===== src/rtl/div_if.sv =====
// div_if: control/status bundle between the divider sequencer and its datapath
interface div_if #(parameter int CNT_W = 3);
  logic start;
  logic sign;
  logic load;
  logic add;
  logic shift;
  logic inbit;
  logic [1:0] sel;
  logic busy;
  logic done;
  logic [CNT_W-1:0] iter;
  modport master(input start, sign, output load, add, shift, inbit, sel, busy, done, iter);
  modport slave(output start, sign, input load, add, shift, inbit, sel, busy, done, iter);
endinterface


===== src/rtl/div_controller.sv =====
// div_controller: sequencing FSM for an N_BITS restoring divider datapath
module div_controller #(
  parameter int N_BITS = 8,
  parameter int CNT_W = 3
) (
  input logic clk,
  input logic reset,
  div_if.master bus
);
  typedef enum logic [2:0] {IDLE, LOAD, SHIFT, TEST, DONE} state_t;
  state_t state, state_n;
  logic [CNT_W-1:0] iter, iter_n;
  logic last;
  assign last = iter == CNT_W'(N_BITS - 1);
  assign bus.iter = iter;
  assign bus.add = 1'b0;
  always_ff @(posedge clk) begin
    if (reset) begin
      state <= IDLE;
      iter <= '0;
    end else begin
      state <= state_n;
      iter <= iter_n;
    end
  end
  // sel/inbit in TEST follow sign: commit the difference only when it is non-negative
  always_comb begin
    state_n = state;
    iter_n = iter;
    bus.load = 1'b0;
    bus.shift = 1'b0;
    bus.inbit = 1'b0;
    bus.sel = 2'b11;
    bus.busy = 1'b0;
    bus.done = 1'b0;
    case (state)
      IDLE: state_n = bus.start ? LOAD : IDLE;
      LOAD: begin
        bus.load = 1'b1;
        bus.sel = 2'b10;
        bus.busy = 1'b1;
        iter_n = '0;
        state_n = SHIFT;
      end
      SHIFT: begin
        bus.shift = 1'b1;
        bus.busy = 1'b1;
        state_n = TEST;
      end
      TEST: begin
        bus.busy = 1'b1;
        bus.inbit = ~bus.sign;
        bus.sel = bus.sign ? 2'b11 : 2'b01;
        state_n = last ? DONE : SHIFT;
        iter_n = last ? iter : iter + CNT_W'(1);
      end
      DONE: begin
        bus.done = 1'b1;
        state_n = IDLE;
      end
      default: state_n = IDLE;
    endcase
  end
endmodule

===== src/flat_wrapper.sv =====
// flat-port wrapper written by rule: the top's interface ports become plain ports
module div_controller_flat 
#(
  parameter int N_BITS = 8,
  parameter int CNT_W = 3
)
  (clk, reset, bus_start, bus_sign, bus_load, bus_add, bus_shift, bus_inbit, bus_sel, bus_busy, bus_done, bus_iter);
  div_if #(.CNT_W(CNT_W)) bus_i ();
  input logic clk;
  input logic reset;
  input wire logic [$bits(bus_i.start)-1:0] bus_start;
  input wire logic [$bits(bus_i.sign)-1:0] bus_sign;
  output wire logic [$bits(bus_i.load)-1:0] bus_load;
  output wire logic [$bits(bus_i.add)-1:0] bus_add;
  output wire logic [$bits(bus_i.shift)-1:0] bus_shift;
  output wire logic [$bits(bus_i.inbit)-1:0] bus_inbit;
  output wire logic [$bits(bus_i.sel)-1:0] bus_sel;
  output wire logic [$bits(bus_i.busy)-1:0] bus_busy;
  output wire logic [$bits(bus_i.done)-1:0] bus_done;
  output wire logic [$bits(bus_i.iter)-1:0] bus_iter;
  assign bus_i.start = bus_start;
  assign bus_i.sign = bus_sign;
  assign bus_load = bus_i.load;
  assign bus_add = bus_i.add;
  assign bus_shift = bus_i.shift;
  assign bus_inbit = bus_i.inbit;
  assign bus_sel = bus_i.sel;
  assign bus_busy = bus_i.busy;
  assign bus_done = bus_i.done;
  assign bus_iter = bus_i.iter;
  div_controller #(.N_BITS(N_BITS), .CNT_W(CNT_W)) u_core (.clk(clk), .reset(reset), .bus(bus_i));
endmodule

===== config.mk =====
export PLATFORM = sky130hd
export DESIGN_NAME = div_controller_flat
export DESIGN_NICKNAME = d
export VERILOG_FILES = /design/src/rtl/div_if.sv /design/src/rtl/div_controller.sv /design/src/flat_wrapper.sv
export SDC_FILE = /design/constraint.sdc
export NUM_CORES = 1
export LEC_CHECK = 0
export CAP_MARGIN = 40
export CORE_AREA = 2 2 39 41
export DETAILED_ROUTE_END_ITERATION = 7
export DIE_AREA = 0 0 41 43
export GPL_ROUTABILITY_DRIVEN = 0
export GPL_TIMING_DRIVEN = 0
export PLACE_DENSITY_LB_ADDON = 0.08
export SLEW_MARGIN = 20
export SYNTH_ARGS = -nofsm -noshare
export SYNTH_HDL_FRONTEND = slang
export SYNTH_SLANG_ARGS = --single-unit

===== constraint.sdc =====
create_clock -name clk -period 1.6 [get_ports clk]
set_input_delay 0.24 -clock clk [delete_from_list [all_inputs] [get_ports clk]]
set_output_delay 0.24 -clock clk [all_outputs]
set_load 0.1 [all_outputs]

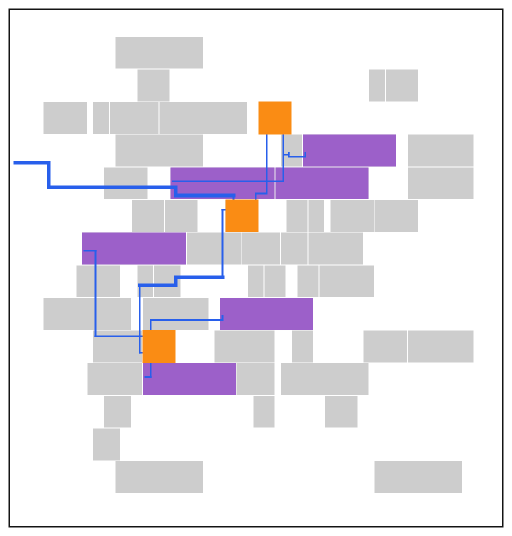
clock_map.png
(12 px per um)
[purple] flip-flops | count: 6
[orange] cells driving clock nets | count: 3
[blue] clock wires | length: 95.0 um
routed clock nets: 4

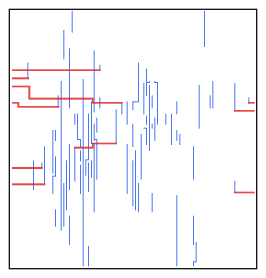
metal_stack.png
(6 px per um) Two of the layers only.
| colour | layer | wire length |
|---|---|---|
| red | met3 | 70.9 um |
| blue | met2 | 390 um |

==> CHANGELOG.md <==
## Implementation

* Crit Path Category: flop to output pin
* Internal power at 0.3073 mW
* Dominant flop cell: dfxtp_1
* Setup TNS at 0 ns
* Power of the combinational group at 0.191 mW
* Max frequency at 0.6529 GHz
* Storage cell area at 132.6 um2
* Vias per cell at 4.479
* Top-area cell share at 39.18%
* Status: finished, final reports clean
* Top cell excl fill/tap: buf_12
* CP arrival at 1.29 ns
* Clk power at 0.137 mW
* EDFF count, synth at 0
* Synth cell types at 18
* Post-Synth Adder-Cell Area at 8.163%
* Non-clock inverter total of the final layout at 2
* Worst reg2reg setup slack at 0.29 ns
* Registers, synthesis at 6
* Port Buf Inserts at 13
* Synthesized chip area reported by yosys at 306.5 um2
* CTS Buffer Depth at 2
* Final Hold Viols at 0
* Synth top cells by count: dfxtp_1, nor2_1, a21oi_1, o21ai_0
* Pwr dens at 759.4 nW/um2
* Critical path required time at 1.36 ns
* Worst skew pair latency at 0.24 ns
* Critical Path End: bus_iter[0]
* WHS Endpoint: u_core.state[1]$_SDFF_PP0_
* Mapped Cells at 35
* CP max stage delay at 0.51 ns
* Fin Clk Skew at 0.004167 ns
* Post-CTS Setup Inserts at 0
* Top cells, area: dfxtp_1, ha_1, a21oi_1
* Number of global-route vias before repair at 329
* Die area at 1763 um2
* WHS at 0.4702 ns
* Xor/xnor share at 0%
* H-tree levels at 1
* Wire length on met1 at 261 um
* Hold_buf cts at 0
* Worst Setup SP: u_core.bus.iter[0]$_SDFFE_PP0P_
* CTS sink count at 6
* Max Slew Vio Count at 0
* Core ar. at 1384 um2
* Area growth, synth to finish at 112.2%
* OpenROAD warnings at 27
* Mapped Area at 306.5 um2
* Met3 usage at 7.853%
* Seq area share at 20.38%
* Largest net degree at the start of global routing at 9
* Total CTS buffers at 3
* Clock buffer count at 3
Power is estimated from default activity; no workload was simulated.
